==> run_1/metal_stack.png <==
Bar = 10 um.
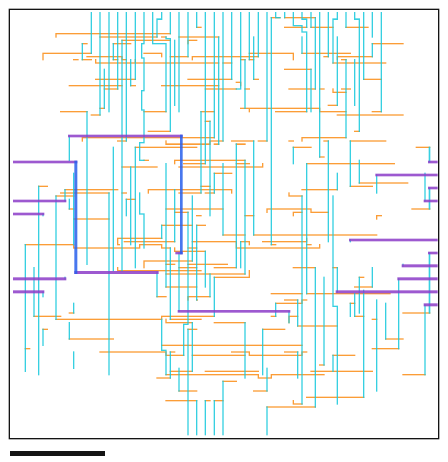
==> run_1/clock_map.png <==
Bar = 10 um.
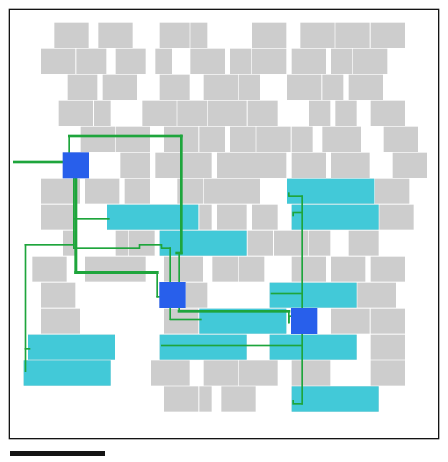
==> run_1/final_clocks.png <==
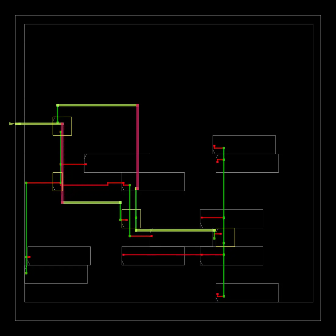
==> run_1/pins.png <==
Pins as bars across the die edge, other pins in grey.
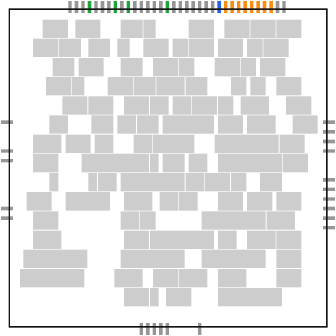
==> src/rtl/opmem_pkg.sv <==
// opmem_pkg: shared constants, state encoding and requester IDs for the
// op memory arbiter (opmem_arbiter) and its round-robin picker (opmem_rr2).
package opmem_pkg;

    localparam int OPMEM_AW    = 4;
    localparam int OPMEM_DW    = 8;
    localparam int OPMEM_DEPTH = 1 << OPMEM_AW;

    typedef enum logic [1:0] {
        IDLE    = 2'd0,
        RD_WAIT = 2'd1,
        RD_OREG = 2'd2
    } state_t;

    // Requester IDs double as bit positions in the request/grant vectors
    localparam logic LD = 1'b0;
    localparam logic FE = 1'b1;

endpackage

==> src/rtl/opmem_rr2.sv <==
// opmem_rr2: two-way round-robin picker. A lone requester always wins; on
// a conflict the requester not served last wins. The last-grant register
// only moves when the owner commits a grant (upd) and resets to FE so the
// loader takes the first conflict.
module opmem_rr2
    import opmem_pkg::*;
(
    input  logic       clk,
    input  logic       rst,
    input  logic [1:0] req,
    input  logic       upd,
    output logic [1:0] gnt,
    output logic       last_q
);

    logic last_d;

    // One-hot pick from the current requests and the last-grant history
    always_comb begin
        gnt = 2'b00;
        if (req[LD] && req[FE]) begin
            if (last_q == FE) begin
                gnt[LD] = 1'b1;
            end else begin
                gnt[FE] = 1'b1;
            end
        end else begin
            gnt = req;
        end
    end

    // Record the winner whenever a grant is actually committed
    always_comb begin
        last_d = last_q;
        if (upd && (gnt != 2'b00)) begin
            last_d = gnt[FE] ? FE : LD;
        end
    end

    // Last-grant register
    always_ff @(posedge clk or negedge rst) begin
        if (!rst) begin
            last_q <= FE;
        end else begin
            last_q <= last_d;
        end
    end

endmodule

==> src/rtl/opmem_arbiter.sv <==
// opmem_arbiter: shares the single-port op RAM between the program loader
// (writes) and the fetch unit (reads), round-robin on conflicts. Writes
// complete in the grant cycle; reads hold the arbiter busy until the RAM
// data is captured into fe_op, then pulse fe_valid for one cycle.
// Build option: OPMEM_OREG_EN enables the RAM output register (ram_oce=1)
// and adds the RD_OREG state for the extra cycle of read latency.
module opmem_arbiter
    import opmem_pkg::*;
#(
    parameter int AW = OPMEM_AW,
    parameter int DW = OPMEM_DW
)(
    input  logic          clk,
    input  logic          rst,
    input  logic          ld_req,
    input  logic [AW-1:0] ld_addr,
    input  logic [DW-1:0] ld_data,
    output logic          ld_gnt,
    input  logic          fe_req,
    input  logic [AW-1:0] fe_addr,
    output logic          fe_gnt,
    output logic          fe_valid,
    output logic [DW-1:0] fe_op,
    output logic          busy,
    output logic          ram_ce,
    output logic          ram_wre,
    output logic          ram_oce,
    output logic [AW-1:0] ram_ad,
    output logic [DW-1:0] ram_din,
    input  logic [DW-1:0] ram_dout
);

    state_t        state_q, state_d;
    logic          fe_valid_q, fe_valid_d;
    logic [DW-1:0] fe_op_q, fe_op_d;
    logic          arb_en;
    logic [1:0]    rr_req;
    logic [1:0]    rr_gnt;
    logic          rr_last_unused;

    // Arbitrate only when idle and out of reset, so grants stay low in reset
    assign arb_en = rst && (state_q == IDLE);
    assign rr_req = arb_en ? {fe_req, ld_req} : 2'b00;

    opmem_rr2 u_rr2 (
        .clk    (clk),
        .rst    (rst),
        .req    (rr_req),
        .upd    (arb_en),
        .gnt    (rr_gnt),
        .last_q (rr_last_unused)
    );

`ifdef OPMEM_OREG_EN
    assign ram_oce = 1'b1;
`else
    assign ram_oce = 1'b0;
`endif

    assign fe_valid = fe_valid_q;
    assign fe_op    = fe_op_q;
    assign busy     = (state_q != IDLE);

    // Next state, RAM command and fetch result capture
    always_comb begin
        state_d    = state_q;
        fe_valid_d = 1'b0;
        fe_op_d    = fe_op_q;
        ld_gnt     = 1'b0;
        fe_gnt     = 1'b0;
        ram_ce     = 1'b0;
        ram_wre    = 1'b0;
        ram_ad     = '0;
        ram_din    = '0;
        case (state_q)
            IDLE: begin
                if (rr_gnt[LD]) begin
                    ld_gnt  = 1'b1;
                    ram_ce  = 1'b1;
                    ram_wre = 1'b1;
                    ram_ad  = ld_addr;
                    ram_din = ld_data;
                end else if (rr_gnt[FE]) begin
                    fe_gnt = 1'b1;
                    ram_ce = 1'b1;
                    ram_ad = fe_addr;
`ifdef OPMEM_OREG_EN
                    state_d = RD_OREG;
`else
                    state_d = RD_WAIT;
`endif
                end
            end
`ifdef OPMEM_OREG_EN
            RD_OREG: begin
                // Keep the RAM enabled while its output register loads
                ram_ce  = 1'b1;
                state_d = RD_WAIT;
            end
`endif
            RD_WAIT: begin
                fe_op_d    = ram_dout;
                fe_valid_d = 1'b1;
                state_d    = IDLE;
            end
            default: begin
                state_d = IDLE;
            end
        endcase
    end

    // State and registered fetch outputs; reset aborts any read in flight
    always_ff @(posedge clk or negedge rst) begin
        if (!rst) begin
            state_q    <= IDLE;
            fe_valid_q <= 1'b0;
            fe_op_q    <= '0;
        end else begin
            state_q    <= state_d;
            fe_valid_q <= fe_valid_d;
            fe_op_q    <= fe_op_d;
        end
    end

endmodule

==> config.mk <==
export PLATFORM = sky130hd
export DESIGN_NAME = opmem_arbiter
export DESIGN_NICKNAME = d
export VERILOG_FILES = /design/src/rtl/opmem_pkg.sv /design/src/rtl/opmem_rr2.sv /design/src/rtl/opmem_arbiter.sv
export SDC_FILE = /design/constraint.sdc
export NUM_CORES = 1
export LEC_CHECK = 0
export CAP_MARGIN = 20
export CORE_UTILIZATION = 32
export CTS_CLUSTER_DIAMETER = 60
export DETAILED_ROUTE_END_ITERATION = 12
export HOLD_SLACK_MARGIN = 0.02
export PLACE_DENSITY = 0.84
export SYNTH_ARGS = -nofsm -noshare
export SYNTH_HDL_FRONTEND = slang
export SYNTH_SLANG_ARGS = --single-unit
==> constraint.sdc <==
create_clock -name clk -period 2.05 [get_ports clk]
set_input_delay 0.41 -clock clk [delete_from_list [all_inputs] [get_ports clk]]
set_output_delay 0.41 -clock clk [all_outputs]
set_load 0.01 [all_outputs]
==> metrics.yaml, run 1 <==
routing:
  ant_nets: 0
  remaining_drc_errors: 0
  firstDrtPassIters: 6
  drt_iter0_markers: 6
  wl_per_cell_um: 12.5
  routed_via_density: 4.21
finish:
  layout.nets: 136
  final_layout_top_logic_cells: "34 x clkdlybuf4s50_1, 10 x dfrtp_1"
  lay_top_count: "clkdlybuf4s50_1"
  instances_no_fill: 132
  drive_above_1_share_pct: 28.0
  antennaDiodeCount: 0
critical_path:
  path_max_fanout: 3
  worstReg2RegStart: "u_rr2.last_q"
  reg2reg_slack_ns: 1.02
  worst_setup_path_end_kind: "primary output"
  crit_top_cell: "buf_4"
  worstPathRequired_ns: 1.64
  crit_type: "primary input to primary output"
  cp-endpoint: "ram_ad[1]"
  cp_top_family: "buffers and inverters"
  cp_num_cells: 7
  cp-start-kind: "primary input"
  worst-path-buf-inv: 4
floorplan:
  core-area_um2: 1730
power:
  switching_power_uw: 199
  p_leak_uw: 0.000541
  power_frac_comb_pct: 40.4
  pwr-share-clk_pct: 20.4
  power.internal_uw: 533
global_routing:
  grt_max_degree: 9
  grt_remaining_overflow: 0
  grt_pass1_vias: 582
synthesis:
  synth_area_um2: 587
  synth.avg_cell_area_um2: 12.8
  post_synth_num_cell_types: 18
  synth_seq_share_pct: 47.1
  yosysCellCount: 46
clock_network:
  cts_tree: "built"
  cts_buffer_depth: 2
  cts-root-buf: "clkbuf_4"
  clock_tree.htree_level_count: 1
final_timing:
  fin_setup_tns_ns: 0
  fin_crit_ns: 1.96
  finalClockPeriodUsage_pct: 95.5
  setup_violations: 0
  setup_ws_ns: 0.0915
run_status:
  status: "completed"
place:
  dp_hpwl_um: 1310
  gp_congestion: 0.684
  pre_cts_ws_ns: -0.529
flow_run:
  warnings: 26
About metal_stack.png:
[blue] met4 | wire length: 23.8 um
[purple] met3 | wire length: 92.2 um
[orange] met1 | wire length: 615 um
[cyan] met2 | wire length: 919 um

About clock_map.png:
[green] clock wires | length: 173 um
[blue] cells driving clock nets | count: 3
[cyan] flip-flops | count: 11
routed clock nets: 4
Setup Skew: 0.00295 ns
Worst-Skew Late Latency: 0.27 ns
Clock Power: 150 uW

About final_clocks.png:
clock buffer count: 4
flip-flops: 11
CTS sink cnt: 11
CTS buffer count: 3

About pins.png:
[blue] ram_wre | pins: 1 | direction: output | edge: top
[orange] ram_din | pins: 8 | direction: output | edge: top
[green] ld_addr | pins: 4 | direction: input | edge: top
all pins by edge: 34 top, 10 right, 6 bottom, 5 left
Chip Height: 44.8 um
I/O Buffers: 53
DIE WIDTH: 44.8 um

-- run 1: layout make-up --
cell class	count	area [um2]
repair buffers	62	579
fillers	149	541
flip-flops and latches	11	277
multi-input cells	29	269
well taps	25	31.3
clock buffers	4	26.3
inverters	1	3.75
-- run 1: registers in the layout, summed over array words and instances (netlist names) --
register      count
fe_op             8
fe_valid          1
state_q           1
u_rr2.last_q      1
-- run 1: layer usage --
layer,GRT usage [%],share of wire [%],wire length (um),vias up
met5,0,0,0,-
met4,9.09,1.4,23,0
met3,7.60,5.6,92,4
met2,33.5,56,918,19
met1,19.1,37,615,255
li1,-,-,-,278
-- run 1: power groups by stage --
stage,combinational [uW],sequential [uW],clock [uW]
after floorplan,94.6,310,0
after global placement,297,288,0
after detailed placement,304,290,0
after CTS,297,288,158
after global routing,316,293,174
final,296,287,150
-- run 1: what timing repair did --
item,in CTS,in global routing
hold endpoints to repair,0,0
cloned,0,0
setup endpoints to repair,16,11
hold buffers,0,0
gates resized,23,15
buffers inserted,3,0
pin swaps,0,1
-- run 1: cells in the mapped netlist (all sizes together) --
| cell | instances | area share [%] |
|---|---|---|
| nor2b | 1 | 1.5 |
| dfstp | 1 | 4.5 |
| a21oi | 1 | 2.8 |
| mux2 | 8 | 15 |
| and2 | 8 | 8.5 |
| a22o | 4 | 7.5 |
| inv | 1 | 0.64 |
| buf | 5 | 7.2 |
| nand2 | 1 | 0.64 |
| o21bai | 1 | 1.3 |
| conb | 1 | 0.64 |
| nand3b | 1 | 3.4 |
| dfrtp | 10 | 43 |
| and3 | 2 | 2.1 |
| o21a | 1 | 1.3 |
-- run 1: through the flow --
step / hold WS, ns / cell area, um2 / total power (uW) / util (%)
2_1_floorplan: 0.114 / 587 / 404 / -
3_3_place_gp: 0.491 / 1150 / 585 / 66.7
3_5_place_dp: 0.498 / 1150 / 594 / 66.7
4_1_cts: 0.209 / 1180 / 743 / 68.6
5_1_grt: 0.206 / 1190 / 784 / 68.7
6_report: 0.212 / 1190 / 732 / 68.7
-- run 1: cell families after synthesis --
group | share of synthesized area (%)
DFF | 47.1
AOI/OAI and AO/OA | 12.8
other | 0.639
muxes | 15.4
buffers and inverters | 7.89
and+or+nand+nor | 16.2
-- run 1: worst min path at each step --
stage             start  endpoint  slack (ns)
6_report            rst  fe_op[5]        0.21
5_1_grt             rst  fe_op[5]        0.21
4_1_cts             rst  fe_op[5]        0.21
3_5_place_dp   fe_op[2]  fe_op[2]        0.50
3_3_place_gp   fe_op[6]  fe_op[6]        0.49
2_1_floorplan       rst  fe_op[0]        0.11
==> inputs of run 2 (changes only) <==
--- a/config.mk
+++ b/config.mk
@@ -6,6 +6,7 @@
 export NUM_CORES = 1
 export LEC_CHECK = 0
 export CAP_MARGIN = 20
+export CORE_ASPECT_RATIO = 0.75
 export CORE_UTILIZATION = 32
 export CTS_CLUSTER_DIAMETER = 60
 export DETAILED_ROUTE_END_ITERATION = 12
==> run_2/final_clocks.png <==
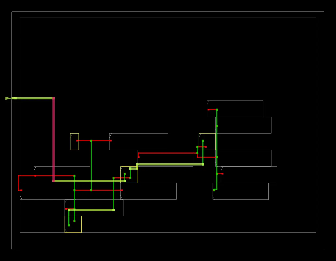
Setup Skew: 0.000224 ns
Worst-Skew Late Latency: 0.26 ns
Clock Power: 143 uW

==> metrics.yaml, run 2 <==
routing:
  remaining_drc_errors: 0
  wl_per_cell_um: 12.8
  ant_nets: 0
  drt_iter0_markers: 7
  firstDrtPassIters: 6
  routed_via_density: 4.44
critical_path:
  worstPathRequired_ns: 1.64
  reg2reg_slack_ns: 1.01
  worst_setup_path_end_kind: "primary output"
  cp-start-kind: "register"
  path_max_fanout: 13
finish:
  layout-area-overhead-vs-synth_pct: 104
  layout.nets: 137
  drive_above_1_share_pct: 29.6
  finalInstanceArea_um2: 1190
  antennaDiodeCount: 0
  lay_top_count: "clkdlybuf4s50_1"
floorplan:
  die_x_um: 51.4
  core-area_um2: 1720
  dieHeight_um: 39.1
synthesis:
  yosys.area.top_type: "dfrtp_1"
  yosysTopAreaCellShare_pct: 42.6
  async_reset_ff_share_pct: 100
  yosysMostFrequentCell: "dfrtp_1"
  ys_top_cells_by_count: "10 x dfrtp_1, 8 x and2_1, 8 x mux2_2"
  synth_area_um2: 587
  edf_count: 0
  synth.avg_cell_area_um2: 12.8
  synth-main-ff-cell: "dfrtp_1"
  post_synth_num_cell_types: 18
  area_leaders: "dfrtp_1 43%, mux2_2 15%, and2_1 8.5%, dfstp_2 4.5%, a22o_1 4.5%"
clock_network:
  cts.sinks: 11
  cts_buffer_depth: 2
  cts-root-buf: "clkbuf_4"
  cts_tree: "built"
  hold_buffers: 0
power:
  p_leak_uw: 0.000560
global_routing:
  grt_max_degree: 14
  grt_pass1_vias: 506
  grt_remaining_overflow: 0
final_timing:
  fin_setup_tns_ns: 0
  setup_violations: 0
  fin_crit_ns: 1.98
  setup_ws_ns: 0.0706
place:
  gp_congestion: 0.635
  pre_cts_ws_ns: -0.555
  dp_hpwl_um: 1370
  port_buffers: 53
run_status:
  status: "completed"
flow_run:
  warnings: 26
==> run_2/metal_stack.png <==
Bar = 20 um.
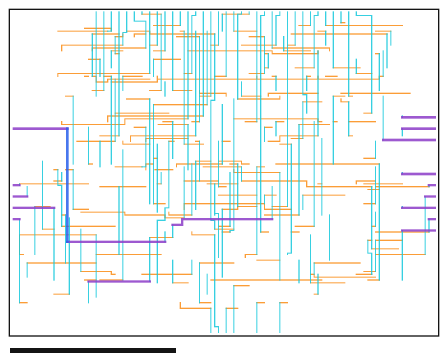
[orange] met1 | wire length: 655 um
[purple] met3 | wire length: 74.3 um
[cyan] met2 | wire length: 922 um
[blue] met4 | wire length: 13.6 um

## run 2: timing repair
action / in CTS / in global routing
endpoints found under the setup margin: 16 / 12
pin swaps: 0 / 1
setup buffers: 2 / 1
gates resized: 22 / 12
endpoints found under the hold margin: 0 / 0
## run 2: worst max-delay path by stage
| stage | endpoint | cells after the start | start |
|---|---|---|---|
| after global placement | ram_ad[3] | 6 | rst |
| final | ram_din[3] | 5 | u_rr2.last_q |
| after detailed placement | ram_din[1] | 6 | rst |
| after floorplan | ram_din[0] | 5 | state_q[0] |
| after CTS | ram_din[1] | 5 | u_rr2.last_q |
| after global routing | ram_din[3] | 5 | u_rr2.last_q |
## run 2: logic make-up after synthesis
| family | after synthesis | synth area share, % |
|---|---|---|
| other | 1 | 0.639 |
| buffers and inverters | 6 | 7.89 |
| AND/OR/NAND/NOR | 13 | 16.2 |
| flip-flops | 11 | 47.1 |
| AND-OR/OR-AND | 7 | 12.8 |
| multiplexers | 8 | 15.4 |
## run 2: per-layer routing
layer	vias to the layer above	global-route usage [%]	share of wire, %
met3	2	7.06	4.4
met5	-	0	0
met4	0	8.11	0.78
met1	279	18.5	39
li1	278	-	-
met2	18	30.5	55
## run 2: area by class of cell
type / count / area (um2)
well taps: 22 / 27.5
flip-flops and latches: 11 / 278
clock buffers: 4 / 26.3
multi-input cells: 29 / 269
fillers: 155 / 529
repair buffers: 63 / 591
inverters: 1 / 3.75
## run 2: power breakdown
part           internal (uW)  switching [uW]  leakage [uW]
clock                   75.3            67.2     0.0000150
combinational            197             102      0.000416
sequential               265            23.6      0.000130
## run 2: critical path: cells and delay by family, from the launching register on
kind	cells	cell delay, ns
and+or+nand+nor	1	0.11
DFF	1	0.53
AOI/OAI and AO/OA	1	0.17
buffers and inverters	3	0.49
## run 2: metrics by stage
stage | total power (uW) | cells | hold slack, ns | utilization [%]
2_1_floorplan | 404 | 46 | 0.114 | -
3_3_place_gp | 588 | 123 | 0.489 | 67.0
3_5_place_dp | 597 | 123 | 0.499 | 67.0
4_1_cts | 738 | 129 | 0.222 | 68.9
5_1_grt | 777 | 130 | 0.221 | 69.3
6_report | 730 | 130 | 0.224 | 69.3
==> run_2/clock_map.png <==
Bar = 20 um.
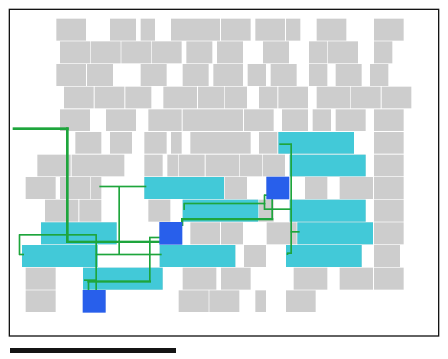

==> inputs of run 3 (changes only) <==
==> constraint.sdc (replaced) <==
create_clock -name clk -period 2.54 [get_ports clk]
set_input_delay 0.508 -clock clk [delete_from_list [all_inputs] [get_ports clk]]
set_output_delay 0.508 -clock clk [all_outputs]
set_load 0.01 [all_outputs]
==> run_3/clock_map.png <==
Bar = 20 um.
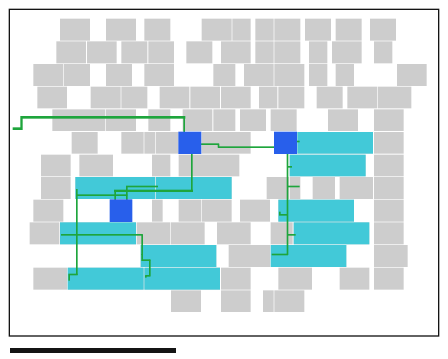
Setup Skew: 0.00724 ns
clock group share of total power: 19.0%

==> run_3/pins.png <==
Pins as bars across the die edge, other pins in grey.
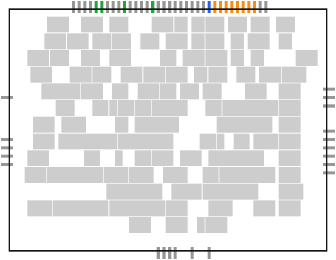
[orange] ram_din | pins: 8 | direction: output | edge: top
[blue] ram_wre | pins: 1 | direction: output | edge: top
[green] ld_addr | pins: 4 | direction: input | edge: top
all pins by edge: 35 top, 9 right, 6 bottom, 5 left

==> metrics.yaml, run 3 <==
place:
  port_buffers: 53
  gp_congestion: 0.654
  dp_hpwl_um: 1250
  pre_cts_ws_ns: -0.223
final_timing:
  rsz0062_at_grt: "no"
  finalClockPeriodUsage_pct: 98.1
  setup_violations: 0
  hold_viol_final: 0
  fmax_mhz: 401
  fin_setup_tns_ns: 0
  setup_ws_ns: 0.0486
  fin_crit_ns: 2.49
  slew_viol_final: 0
routing:
  firstDrtPassIters: 1
  remaining_drc_errors: 0
  drt_wl_total_um: 1510
  routed_via_density: 4.35
  drt_iter0_markers: 0
  wl_per_cell_um: 11.9
  ant_nets: 0
  vias: 553
finish:
  antennaDiodeCount: 0
  largest_reg_flops: 8
  layout-area-overhead-vs-synth_pct: 100
  final.fill_count: 151
  drive_above_1_share_pct: 22.9
  layout.nets: 134
  lay_top_count: "clkdlybuf4s50_1"
  final_layout_top_logic_cells: "39 x clkdlybuf4s50_1, 14 x dlygate4sd2_1, 10 x dfrtp_1, 8 x and2_1, 8 x mux2_2"
clock_network:
  hold_buffers: 0
  cts_buffers: 3
  cts-root-buf: "clkbuf_4"
  clock_tree.htree_level_count: 1
  clock_latency_ns: 0.26
  cts.sinks: 11
  cts_buffer_depth: 2
  path_clk_slew_ns: 0.06
  cts_tree: "built"
floorplan:
  die_x_um: 51.4
  core-area_um2: 1720
  io_pins: 55
  fp_util_pct: 34.0
  dieHeight_um: 39.1
hold_path:
  hp-start: "fe_op[1]"
  hp-class: "register to register"
  whs_endpoint: "fe_op[1]"
critical_path:
  worstPathRequired_ns: 2.03
  reg2reg_slack_ns: 1.31
  crit_type: "primary input to primary output"
  cp-start-kind: "primary input"
  worst_setup_path_end_kind: "primary output"
  path_max_fanout: 3
  worstReg2RegStart: "state_q[0]"
synthesis:
  edf_count: 0
  yosysCellCount: 46
  ys_seq_elements: 11
  syn-num-nets: 74
  yosys-stat-area_um2: 587
  yosysMostFrequentCell: "dfrtp_1"
  ys_top_cells_by_count: "10 x dfrtp_1, 8 x and2_1, 8 x mux2_2"
  post_synth_num_cell_types: 18
  synth_seq_share_pct: 47.1
  synth_area_um2: 587
  synth-main-ff-cell: "dfrtp_1"
  yosys.area.top_type: "dfrtp_1"
  area_leaders: "dfrtp_1 43%, mux2_2 15%, and2_1 8.5%, dfstp_2 4.5%, a22o_1 4.5%"
  async_reset_ff_share_pct: 100
  yosysTopAreaCellShare_pct: 42.6
  synth.avg_cell_area_um2: 12.8
flow_run:
  maxCapViolations: 0
  warnings: 26
power:
  peakVddDrop_uv: 464
  p_leak_uw: 0.000562
global_routing:
  grt_max_degree: 10
  grt_remaining_overflow: 0
  grt_pass1_wl_um: 1930
  grt_pass1_vias: 453
  antenna_found_initial: 0
  grt_usage_pct: 14.2
run_status:
  status: "completed"
-- run 3: cell counts after synthesis --
No cell type changed its count.
-- run 3: logic make-up after synthesis --
| kind of cell | after synthesis | share of synthesized area, % |
|---|---|---|
| simple gates | 13 | 16.2 |
| flops | 11 | 47.1 |
| mux | 8 | 15.4 |
| compound gates | 7 | 12.8 |
| buf+inv | 6 | 7.89 |
| other cells | 1 | 0.639 |
-- run 3: routing by layer --
layer	routed length, um	global-route usage [%]	vias to the layer above
li1	-	-	272
met1	651	16.5	265
met2	782	23.7	16
met3	79	7.45	0
met4	0	2.03	0
met5	0	0	-
-- run 3: power by group --
group          leakage, uW  internal (uW)  switching [uW]  total (uW)
logic             0.000415            156            79.4         236
clock network    0.0000150           60.5            49.9         110
registers         0.000131            213            20.8         234
-- run 3: cell type report --
class                   count  area (um2)  share of cell area (%)
inverters                   1        3.75                   0.320
multi-input cells          29         274                    23.3
repair buffers             60         566                    48.2
flip-flops and latches     11         277                    23.6
well taps                  22        27.5                    2.35
clock buffers               4        26.3                    2.24
-- run 3: metrics by stage --
step	hold slack [ns]	instances	utilization (%)	cell area, um2	power (uW)
finish	0.511	127	68.1	1170	580
detailed placement	0.499	121	66.1	1140	478
global route	0.528	127	68.1	1170	621
floorplan	0.212	46	-	587	326
CTS	0.514	127	67.8	1170	587
global placement	0.489	121	66.1	1140	471
-- run 3: worst max-delay path by stage --
stage,start,to,depth (start not counted)
finish,rst,ram_ce,5
global route,rst,ram_ce,5
CTS,rst,ram_ce,5
detailed placement,rst,ram_ad[0],6
global placement,rst,ram_ad[2],6
floorplan,state_q[0],ram_din[0],5
-- run 3: worst max-delay path, stage by stage --
cell	delay, ns
clkdlybuf4s50_1	0.51
nor2b_4	0.17
buf_4	0.12
o21a_1	0.12
clkdlybuf4s50_1	0.55
-- run 3: what timing repair did --
item	in CTS	in global routing
resized	16	1
pin swaps	0	0
setup endpoints to repair	15	2
setup buffers	2	0
endpoints found under the hold margin	0	0
No activity file was given, so power comes from the tool's default toggle rates.
